<file path="config.mk">
export PLATFORM = sky130hd
export DESIGN_NAME = rx_frame_sync
export DESIGN_NICKNAME = d
export VERILOG_FILES = /design/src/rtl/rx_frame_sync_pkg.sv /design/src/rtl/rx_bit_timeout.sv /design/src/rtl/rx_frame_sync.sv
export SDC_FILE = /design/constraint.sdc
export NUM_CORES = 1
export LEC_CHECK = 0
export CORE_ASPECT_RATIO = 1.25
export CORE_UTILIZATION = 44
export CTS_CLUSTER_DIAMETER = 60
export DETAILED_ROUTE_END_ITERATION = 10
export PLACE_DENSITY = 0.61
export SYNTH_ARGS = -nofsm -noshare
export SYNTH_HDL_FRONTEND = slang
export SYNTH_SLANG_ARGS = --single-unit
</file>
<file path="constraint.sdc">
create_clock -name sys_clk -period 2 [get_ports sys_clk]
set_clock_uncertainty 0.1 [all_clocks]
set_input_delay 0.3 -clock sys_clk [delete_from_list [all_inputs] [get_ports sys_clk]]
set_output_delay 0.3 -clock sys_clk [all_outputs]
set_load 0.01 [all_outputs]
</file>
<file path="src/rtl/rx_frame_sync_pkg.sv">
// rx_frame_sync_pkg: shared Rx framing constants and state encoding
package rx_frame_sync_pkg;
  localparam int CODE_W = 14;
  localparam logic [1:0] FRAME_HDR = 2'b11;
  typedef enum logic [1:0] {GAP, HDR, PAYLOAD} state_t;
endpackage

</file>
<file path="src/rtl/rx_bit_timeout.sv">
// rx_bit_timeout: strobe-restarted cycle counter with a one-cycle expiry pulse
module rx_bit_timeout #(
  parameter int TIMEOUT_CYC = 4096
) (
  input  logic sys_clk,
  input  logic rst,
  input  logic en,
  input  logic strobe,
  output logic expire
);
  localparam int TW = $clog2(TIMEOUT_CYC);
  localparam logic [TW-1:0] LAST = TW'(TIMEOUT_CYC - 1);
  logic [TW-1:0] cnt_q, cnt_d;
  // expiry when the idle count reaches its limit; a strobe in that cycle wins
  always_comb begin
    expire = en && !strobe && cnt_q == LAST;
    cnt_d = (!en || strobe || expire) ? '0 : cnt_q + 1'b1;
  end
  // idle-cycle counter register
  always_ff @(posedge sys_clk) begin
    if (!rst) cnt_q <= '0;
    else cnt_q <= cnt_d;
  end
endmodule

</file>
<file path="src/rtl/rx_frame_sync.sv">
// rx_frame_sync: finds gap+header framing and deserialises the Hamming codeword MSB-first
module rx_frame_sync
  import rx_frame_sync_pkg::*;
#(
  parameter int GAP_BITS    = 2,
  parameter int TIMEOUT_CYC = 4096
) (
  input  logic              sys_clk,
  input  logic              rst,
  input  logic              bit_in,
  input  logic              bit_valid,
  output logic [CODE_W-1:0] hammingcode,
  output logic              code_valid,
  output logic              frame_err,
  output logic              sync_lock
);
  localparam int ZW = $clog2(GAP_BITS + 1);
  localparam int BW = $clog2(CODE_W + 1);
  localparam logic [ZW-1:0] GAP_MAX = ZW'(GAP_BITS);
  localparam logic [BW-1:0] LAST_BIT = BW'(CODE_W - 1);
  state_t state_q, state_d;
  logic [ZW-1:0] zcnt_q, zcnt_d;
  logic [BW-1:0] bcnt_q, bcnt_d;
  logic [CODE_W-1:0] sr_q, sr_d, hammingcode_q, hammingcode_d;
  logic code_valid_q, code_valid_d, frame_err_q, frame_err_d, sync_lock_q, sync_lock_d;
  logic tmo;
  rx_bit_timeout #(.TIMEOUT_CYC(TIMEOUT_CYC)) u_timeout (
    .sys_clk(sys_clk),
    .rst    (rst),
    .en     (state_q != GAP),
    .strobe (bit_valid),
    .expire (tmo)
  );
  // framing FSM: gap counting, header match, payload shift and abort on stall
  always_comb begin
    state_d = state_q;
    zcnt_d = zcnt_q;
    bcnt_d = bcnt_q;
    sr_d = sr_q;
    hammingcode_d = hammingcode_q;
    code_valid_d = 1'b0;
    frame_err_d = 1'b0;
    sync_lock_d = sync_lock_q;
    if (tmo) begin
      state_d = GAP;
      zcnt_d = '0;
      sync_lock_d = 1'b0;
      frame_err_d = 1'b1;
    end else if (bit_valid) begin
      unique case (state_q)
        GAP: begin
          zcnt_d = (bit_in == FRAME_HDR[1]) ? '0 : (zcnt_q == GAP_MAX) ? zcnt_q : zcnt_q + 1'b1;
          state_d = (bit_in == FRAME_HDR[1] && zcnt_q == GAP_MAX) ? HDR : GAP;
        end
        HDR: begin
          state_d = (bit_in == FRAME_HDR[0]) ? PAYLOAD : GAP;
          zcnt_d = (bit_in == FRAME_HDR[0]) ? zcnt_q : ZW'(1);
          sync_lock_d = (bit_in == FRAME_HDR[0]);
          bcnt_d = '0;
        end
        PAYLOAD: begin
          sr_d = {sr_q[CODE_W-2:0], bit_in};
          bcnt_d = bcnt_q + 1'b1;
          if (bcnt_q == LAST_BIT) begin
            hammingcode_d = sr_d;
            code_valid_d = 1'b1;
            sync_lock_d = 1'b0;
            state_d = GAP;
            zcnt_d = '0;
          end
        end
        default: state_d = GAP;
      endcase
    end
  end
  // state and output registers
  always_ff @(posedge sys_clk) begin
    if (!rst) begin
      state_q <= GAP;
      zcnt_q <= '0;
      bcnt_q <= '0;
      sr_q <= '0;
      hammingcode_q <= '0;
      code_valid_q <= 1'b0;
      frame_err_q <= 1'b0;
      sync_lock_q <= 1'b0;
    end else begin
      state_q <= state_d;
      zcnt_q <= zcnt_d;
      bcnt_q <= bcnt_d;
      sr_q <= sr_d;
      hammingcode_q <= hammingcode_d;
      code_valid_q <= code_valid_d;
      frame_err_q <= frame_err_d;
      sync_lock_q <= sync_lock_d;
    end
  end
  assign hammingcode = hammingcode_q;
  assign code_valid = code_valid_q;
  assign frame_err = frame_err_q;
  assign sync_lock = sync_lock_q;
endmodule

</file>
**Cell density map**

The die is cut into 6 by 8 equal tiles; white is low, dark blue is high, 0 to 100% covered.
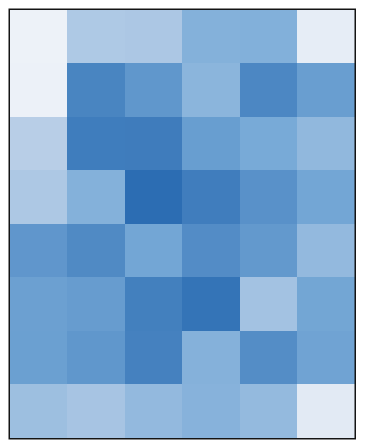
emptiest ninth of the die	top left
densest ninth of the die	middle
mean over tiles	49%
post-layout util: 0.570
Core ar.: 4530 um^2
fp_density: 0.470

**Signal wires on met3**

The bar under the picture is 20 um long. Cells faint in the background.
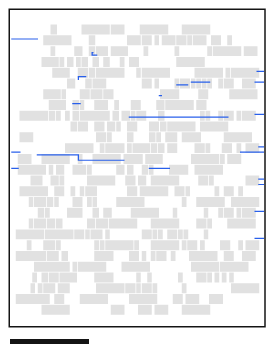
share of all routed wire	2.5%
wire length on this layer	96.3 um
main direction	horizontal
nets with wire on the layer	18
longest straight run	24.8 um
via count: 1679
final wirelength: 3940 um
met3 usage: 0.0343

**M2 wires**

The bar under the picture is 20 um long. Cells faint in the background.
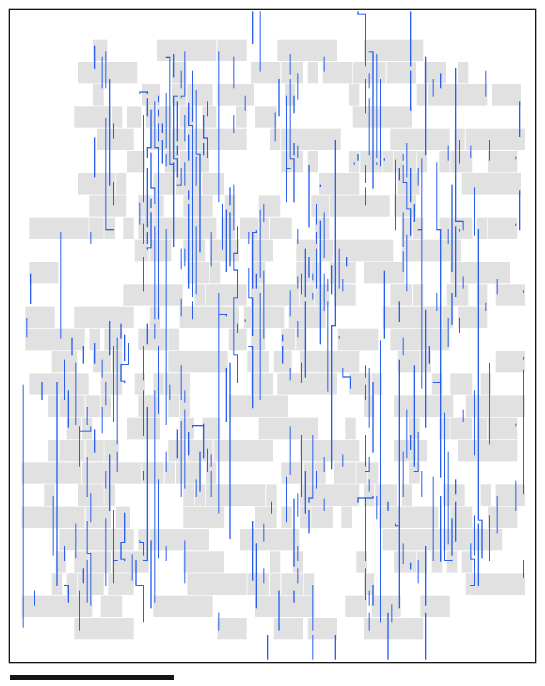
share of all routed wire	48%
main direction	vertical

**Track usage over the die**

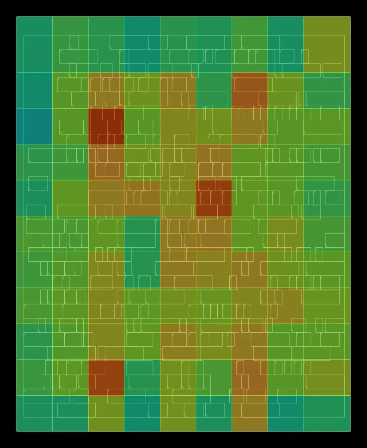
grt peak-use layer: met2
Total GRT Usage: 0.169
met2 usage: 0.293

**The metal 1 layer**

The bar under the picture is 20 um long.
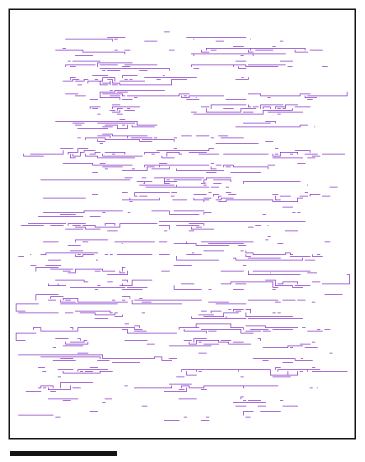
longest straight run	27.1 um
main direction	horizontal

==> CHANGELOG.md <==
## Implementation

* Status: completed
* Post-cts sizing count at 0
* P_int at 1.34 mW
* Main logic family after synthesis: simple AND/OR/NAND/NOR gates
* Reg clk slew, reported paths at 0.09 ns
* Crit-path cells: ha_4, nand4_2, or4_4, o31ai_4, nor3_2
* Top power group: sequential cells
* Area of the die at 5120 um^2
* Critical path endpoint: zcnt_q[0]
* Hold path cells at 2
* Cycle use final at 0.953
* Final ANT Viol Nets at 0
* Crit path from: u_timeout.cnt_q[0]
* Largest register FFs at 14
* RSZ-0062 raised after global routing: no
* Crit path time final at 1.91 ns
* Reg-to-Reg End: zcnt_q[0]
* Yosys chip area at 2130 um^2
* P_leak at 0.851 nW
* Top layer in use: met4
* Synth Area in Simple Gates at 0.248
[Yosys cell counts]
master,count,area share
o21a_1,1,0.0035
or4_4,1,0.0053
a31oi_1,1,0.0029
nand3_2,1,0.0047
nand2_1,65,0.11
ha_1,8,0.047
a21o_1,1,0.0035
or3b_2,1,0.0041
a21oi_1,8,0.019
and2_1,3,0.0088
nand3b_1,1,0.0035
or2_2,1,0.0029
and3_1,1,0.0029
o31ai_4,1,0.010
nand3_1,10,0.024
a21boi_0,28,0.099
or3_1,1,0.0029
nor2_1,19,0.034
nor2b_1,2,0.0059
dfxtp_1,50,0.47
a21boi_1,1,0.0035
xor2_1,4,0.016
clkbuf_1,9,0.016
a21bo_2,1,0.0047
nor3_1,5,0.012
nand4_1,3,0.0088
nor3_2,1,0.0047
and4_1,1,0.0041
xnor2_1,5,0.021
o21ai_0,5,0.012
a2111oi_0,1,0.0041
nand4_2,1,0.0059
buf_6,1,0.0053
inv_1,8,0.014
[cells by family (layout without fill, tap and decap cells)]
group,count (synthesis),in the layout
simple gates,117,117
flops,50,50
buf+inv,18,50
fa+ha+maj,8,8
compound gates,48,48
xor+xnor,9,9
[per-stage QoR]
step / setup slack, ns / power [mW]
6_report: 0.0945 / 1.70
5_1_grt: 0.00371 / 1.78
4_1_cts: 0.0339 / 1.73
3_5_place_dp: 0.0507 / 1.08
3_3_place_gp: 0.0935 / 1.08
2_1_floorplan: 0.175 / 1.06
[area by class of cell]
| type | count | area, um^2 |
|---|---|---|
| clock buffers | 7 | 96.3 |
| inverters | 8 | 30.0 |
| clock inverters | 1 | 8.76 |
| repair buffers | 34 | 305 |
| flip-flops and latches | 50 | 1010 |
| well taps | 58 | 72.6 |
| multi-input cells | 182 | 1060 |
| fillers | 427 | 1940 |
Power and IR drop assume default switching activity.
